===== config.mk =====
export PLATFORM = sky130hd
export DESIGN_NAME = wb_stream_slave
export DESIGN_NICKNAME = d
export VERILOG_FILES = /design/src/rtl/wb_stream_slave.sv
export SDC_FILE = /design/constraint.sdc
export NUM_CORES = 1
export LEC_CHECK = 0
export CORE_MARGIN = 2
export CORE_UTILIZATION = 53
export CTS_CLUSTER_SIZE = 10
export DETAILED_ROUTE_END_ITERATION = 10
export PLACE_DENSITY = 0.72
export SETUP_SLACK_MARGIN = 0.1
export SLEW_MARGIN = 20
export SYNTH_ARGS = -nofsm -noshare
export SYNTH_HDL_FRONTEND = slang
export SYNTH_SLANG_ARGS = --single-unit

===== constraint.sdc =====
create_clock -name i_clk -period 9.4 [get_ports i_clk]
set_clock_uncertainty 0.05 [all_clocks]
set_input_delay 2.82 -clock i_clk [delete_from_list [all_inputs] [get_ports i_clk]]
set_output_delay 2.82 -clock i_clk [all_outputs]
set_load 0.01 [all_outputs]

===== src/rtl/wb_stream_slave.sv =====
// Wishbone B4 pipelined slave that bridges a byte TX stream and a byte RX stream
// through two first-word-fall-through FIFOs, with STATUS/DATA/CTRL registers.
module wb_stream_slave #(
    parameter int unsigned WB_ADDR_WIDTH = 2,
    parameter int unsigned FIFO_AW       = 4
) (
    input  logic                     i_clk,
    input  logic                     i_rst,
    input  logic                     i_wb_cyc,
    input  logic                     i_wb_stb,
    output logic                     o_wb_stall,
    output logic                     o_wb_ack,
    input  logic                     i_wb_we,
    input  logic [WB_ADDR_WIDTH-1:0] i_wb_addr,
    input  logic [31:0]              i_wb_data,
    input  logic [3:0]               i_wb_sel,
    output logic [31:0]              o_wb_data,
    output logic [7:0]               o_tx_data,
    output logic                     o_tx_valid,
    input  logic                     i_tx_ready,
    input  logic [7:0]               i_rx_data,
    input  logic                     i_rx_valid,
    output logic                     o_rx_ready
);
    localparam logic [FIFO_AW:0]   CNT_FULL = {1'b1, {FIFO_AW{1'b0}}};
    localparam logic [FIFO_AW:0]   CNT_ONE  = (FIFO_AW + 1)'(1);
    localparam logic [FIFO_AW-1:0] PTR_ONE  = FIFO_AW'(1);

    logic [7:0]         tx_mem [0:(1 << FIFO_AW) - 1];
    logic [7:0]         rx_mem [0:(1 << FIFO_AW) - 1];
    logic [FIFO_AW-1:0] tx_wr_q, tx_rd_q, rx_wr_q, rx_rd_q;
    logic [FIFO_AW:0]   tx_cnt_q, rx_cnt_q, tx_cnt_d, rx_cnt_d;
    logic               ack_q;
    logic [31:0]        rdata_q, rdata_d;

    logic [1:0] reg_addr;
    logic       tx_full, tx_empty, rx_full, rx_empty;
    logic       accept, tx_push, tx_pop, rx_push, rx_pop, tx_flush, rx_flush;
    logic       unused_bits;

    assign reg_addr    = i_wb_addr[1:0];
    assign unused_bits = ^{i_wb_data[31:8], i_wb_sel[3:1], i_wb_addr};

    assign tx_full  = (tx_cnt_q == CNT_FULL);
    assign tx_empty = (tx_cnt_q == '0);
    assign rx_full  = (rx_cnt_q == CNT_FULL);
    assign rx_empty = (rx_cnt_q == '0);

    // Only a TX byte push into a full FIFO is held off; everything else completes.
    assign o_wb_stall = ~i_rst & i_wb_cyc & i_wb_stb & i_wb_we & (reg_addr == 2'd1)
                        & i_wb_sel[0] & tx_full;
    assign accept     = i_wb_cyc & i_wb_stb & ~o_wb_stall;

    assign o_tx_valid = ~i_rst & ~tx_empty;
    assign o_rx_ready = ~i_rst & ~rx_full;
    assign o_tx_data  = tx_mem[tx_rd_q];
    assign o_wb_ack   = ack_q & i_wb_cyc;
    assign o_wb_data  = rdata_q;

    assign tx_push  = accept & i_wb_we & (reg_addr == 2'd1) & i_wb_sel[0];
    assign tx_pop   = o_tx_valid & i_tx_ready;
    assign rx_push  = i_rx_valid & o_rx_ready;
    assign rx_pop   = accept & ~i_wb_we & (reg_addr == 2'd1) & ~rx_empty;
    assign rx_flush = accept & i_wb_we & (reg_addr == 2'd2) & i_wb_sel[0] & i_wb_data[0];
    assign tx_flush = accept & i_wb_we & (reg_addr == 2'd2) & i_wb_sel[0] & i_wb_data[1];

    always_comb begin
        tx_cnt_d = tx_cnt_q;
        if (tx_push && !tx_pop) begin
            tx_cnt_d = tx_cnt_q + CNT_ONE;
        end else if (!tx_push && tx_pop) begin
            tx_cnt_d = tx_cnt_q - CNT_ONE;
        end
        rx_cnt_d = rx_cnt_q;
        if (rx_push && !rx_pop) begin
            rx_cnt_d = rx_cnt_q + CNT_ONE;
        end else if (!rx_push && rx_pop) begin
            rx_cnt_d = rx_cnt_q - CNT_ONE;
        end
    end

    always_comb begin
        rdata_d = '0;
        if (!i_wb_we) begin
            case (reg_addr)
                2'd0: begin
                    rdata_d[FIFO_AW:0]       = rx_cnt_q;
                    rdata_d[16+FIFO_AW:16]   = tx_cnt_q;
                end
                2'd1: begin
                    if (!rx_empty) begin
                        rdata_d = {1'b1, 23'b0, rx_mem[rx_rd_q]};
                    end
                end
                default: rdata_d = '0;
            endcase
        end
    end

    always_ff @(posedge i_clk) begin
        if (tx_push) begin
            tx_mem[tx_wr_q] <= i_wb_data[7:0];
        end
        if (rx_push) begin
            rx_mem[rx_wr_q] <= i_rx_data;
        end
    end

    // A flush wins over any push or pop on the same FIFO in that cycle.
    always_ff @(posedge i_clk) begin
        if (i_rst) begin
            tx_wr_q  <= '0;
            tx_rd_q  <= '0;
            tx_cnt_q <= '0;
            rx_wr_q  <= '0;
            rx_rd_q  <= '0;
            rx_cnt_q <= '0;
        end else begin
            if (tx_flush) begin
                tx_wr_q  <= '0;
                tx_rd_q  <= '0;
                tx_cnt_q <= '0;
            end else begin
                if (tx_push) tx_wr_q <= tx_wr_q + PTR_ONE;
                if (tx_pop)  tx_rd_q <= tx_rd_q + PTR_ONE;
                tx_cnt_q <= tx_cnt_d;
            end
            if (rx_flush) begin
                rx_wr_q  <= '0;
                rx_rd_q  <= '0;
                rx_cnt_q <= '0;
            end else begin
                if (rx_push) rx_wr_q <= rx_wr_q + PTR_ONE;
                if (rx_pop)  rx_rd_q <= rx_rd_q + PTR_ONE;
                rx_cnt_q <= rx_cnt_d;
            end
        end
    end

    always_ff @(posedge i_clk) begin
        if (i_rst) begin
            ack_q   <= 1'b0;
            rdata_q <= '0;
        end else begin
            ack_q <= accept;
            if (accept) begin
                rdata_q <= rdata_d;
            end
        end
    end

endmodule


cell_classes.png
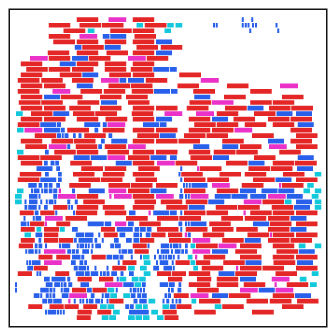
Key: flip-flops = red [cells 305, share of their area 64%]; other buffers and delay cells = cyan [cells 59, share of their area 4.2%]; all other logic = blue [cells 343, share of their area 25%]; clock drivers and dummy loads = magenta [cells 53, share of their area 7.7%]

pins.png
Pins as bars across the die edge, other pins in grey.
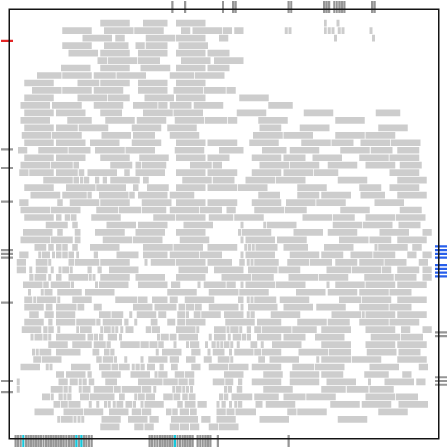
Key: o_tx_data = blue [pins 8, direction output, edge right]; i_clk = red [pins 1, direction input, edge left]; i_wb_sel = cyan [pins 4, direction input, edge bottom]
PortBufs: 51
die width: 156 um
Die Ht: 156 um

==> impl_metrics.env <==
# physical design summary
export IMPL_post_route_period_util_pct=79.0
export IMPL_grt_total_usage_pct=19.8
export IMPL_wl_um=23300
export IMPL_synth_edff_count=256
export IMPL_dpl_instance_area_sq_um=12900
export IMPL_yosysTopAreaCell="edfxtp_1"
export IMPL_holdCritStartpoint="o_wb_data[31]"
export IMPL_syn_area_sq_um=12200
export IMPL_drive_gt1_share_pct=17.0
export IMPL_cts_resized=0
export IMPL_flop_area_sq_um=8670
export IMPL_clk_pin_slew_ns=0.06
export IMPL_cts_tree="done"
export IMPL_cts_buffers=36
export IMPL_drc=0
export IMPL_clock_sinks=305
export IMPL_first_global_vias=6349
export IMPL_slew_violations=0
export IMPL_crit_path_start="i_rst"
export IMPL_yosys_area_share_aoi_pct=3.48
export IMPL_worst_slack_ns=1.98
export IMPL_p_per_area_nw_per_um2=217
export IMPL_synth_logic_top_family="multiplexers"
export IMPL_final_common_cell="edfxtp_1"
export IMPL_core_sq_um=22600
export IMPL_dpl_worst_slack_ns=1.97
export IMPL_cp_end_kind="primary output"
export IMPL_final_setup_tns_ns=0
export IMPL_clk_latency_ns=0.51
export IMPL_dr_pass1_iters=5
export IMPL_crit_cells=5
export IMPL_p_int_mw=2.38
export IMPL_hold_path_class="reg -> reg"
export IMPL_simple_gate_share_pct=5.11
export IMPL_path_buffers=3
export IMPL_critPathCapture="o_wb_stall"
export IMPL_num_rows=55
export IMPL_max_slew_margin_rel_pct=34.6
export IMPL_cts_htree_levels=2
export IMPL_max_vdd_ir_drop_mv=0.156
export IMPL_p_clk_share_pct=40.8
export IMPL_antenna_left=0
export IMPL_logic_area_sq_um=3290
export IMPL_p_leak_nw=4.47
export IMPL_hpwl_um=15200
export IMPL_die_area_sq_um=24300
export IMPL_routedWlPerCell_um=22.3
export IMPL_warnings=59
export IMPL_maxCapViolCount=0
export IMPL_syn_area_per_cell_sq_um=18.0
export IMPL_yosys_area_top_type_share_pct=63.0
export IMPL_r2r_slack_ns=5.85
export IMPL_antenna_found_initial=0
export IMPL_fin_area_sq_um=14000
export IMPL_cpPeakStageDelay_ns=0.61
export IMPL_io_pins=97
export IMPL_nNetsFinal=818
export IMPL_timing_rr_end="rx_cnt_q[4]"
export IMPL_postSynthCellCount=679
export IMPL_crit_chain="clkdlybuf4s50_1 -> buf_4 -> nand2b_1 -> nor4_1 -> clkdlybuf4s50_1"
export IMPL_power_total_mw=3.04
export IMPL_ys_flops=305
export IMPL_max_slew_worst_pin_slew_ns=0.980
export IMPL_drt_iter0_drc=381
export IMPL_fillCellCount=1591
export IMPL_root_buffer="clkbuf_16"
export IMPL_crit_path_start_kind="input pin"
export IMPL_top_cell="edfxtp_1"
export IMPL_status="finished, final reports clean"
export IMPL_period_needed_ns=7.42
export IMPL_fp_util_pct=53.9
export IMPL_place_congestion=0.795
export IMPL_crit_arrival_ns=4.55
export IMPL_hold_viol=0
export IMPL_top_cells_by_area="edfxtp_1, mux4_2, dfxtp_1, ha_1, nor2_1"
export IMPL_setup_violations=0
export IMPL_cp_common_cell="clkdlybuf4s50_1"
export IMPL_diodes=0
export IMPL_combinationalPowerShare_pct=9.6
export IMPL_path_delay_family="buffers and inverters"
export IMPL_yosys_area_sq_um=12200
export IMPL_most_common_layout_cells="edfxtp_1, mux4_2, nor2_1"
export IMPL_areaGrowthSynthToFinish_pct=14.6
export IMPL_whs_ns=0.430
export IMPL_placedCellCount=992
export IMPL_xor_share_pct=1.15
export IMPL_clock_path_buffers=3
export IMPL_ys_seq_share_pct=71.0
export IMPL_grt_ovfl_total=0
export IMPL_grt_pass1_wl_um=35900
export IMPL_grt_max_degree=33
export IMPL_final_core_util_pct=61.8
export IMPL_rsz0062_at_grt="false"
export IMPL_critPathSlowestCell="clkdlybuf4s50_1"
export IMPL_fin_cells=1045
export IMPL_yosysCellCount=679
export IMPL_p_sw_share_pct=21.8
export IMPL_cts_hold_buf=0
export IMPL_num_vias=6081
export IMPL_yosys_warnings=0
flip-flops by register name, summed over array words and instances, names as in the netlist, named ones only:
| register | count |
|---|---|
| o_wb_data | 14 |
| tx_cnt_q | 5 |
| tx_wr_q | 4 |
| rx_rd_q | 4 |
| tx_rd_q | 4 |
| rx_wr_q | 4 |
| rx_cnt_q | 5 |
| ack_q | 1 |
| tx_mem | 128 |
| rx_mem | 128 |
per-layer routing:
layer	routed length, um	GRT usage [%]	vias to the layer above
li1	-	-	2751
met2	12500	35.8	144
met3	932	4.00	41
met4	454	5.59	0
met1	9350	24.3	3145
met5	0	0	-
cells by family after synthesis:
logic type / count (synthesis)
other: 1
buffers and inverters: 61
muxes: 87
and+or+nand+nor: 130
AOI/OAI and AO/OA: 59
DFF: 305
adders and majority gates: 20
xor gates and xnor gates: 16
worst reg2reg max path: stages (launching register included):
cell and delay [ns]:
dfxtp_1 0.35, nor4_1 0.68, a211o_1 0.50, ha_1 0.31
inv_1 0.10, ha_1 0.31, nor2b_1 0.16, o21a_1 0.17
or3_1 0.30, a21oi_1 0.16, mux2_2 0.34
power groups by stage:
stage / Sequential, mW / Combinational, mW / Clock [mW]
6_report: 1.51 / 0.291 / 1.24
4_1_cts: 1.51 / 0.294 / 1.27
5_1_grt: 1.51 / 0.318 / 1.32
3_5_place_dp: 1.54 / 0.293 / 0
2_1_floorplan: 1.53 / 0.212 / 0
3_3_place_gp: 1.53 / 0.283 / 0
layout make-up:
| type | instances | share of cell area [%] |
|---|---|---|
| inverters | 13 | 0.349 |
| multi-input cells | 330 | 23.5 |
| well taps | 285 | 2.55 |
| repair buffers | 59 | 4.08 |
| clock buffers | 50 | 6.97 |
| clock inverters | 3 | 0.545 |
| flip-flops and latches | 305 | 62.0 |
Power is estimated from default activity; no workload was simulated.
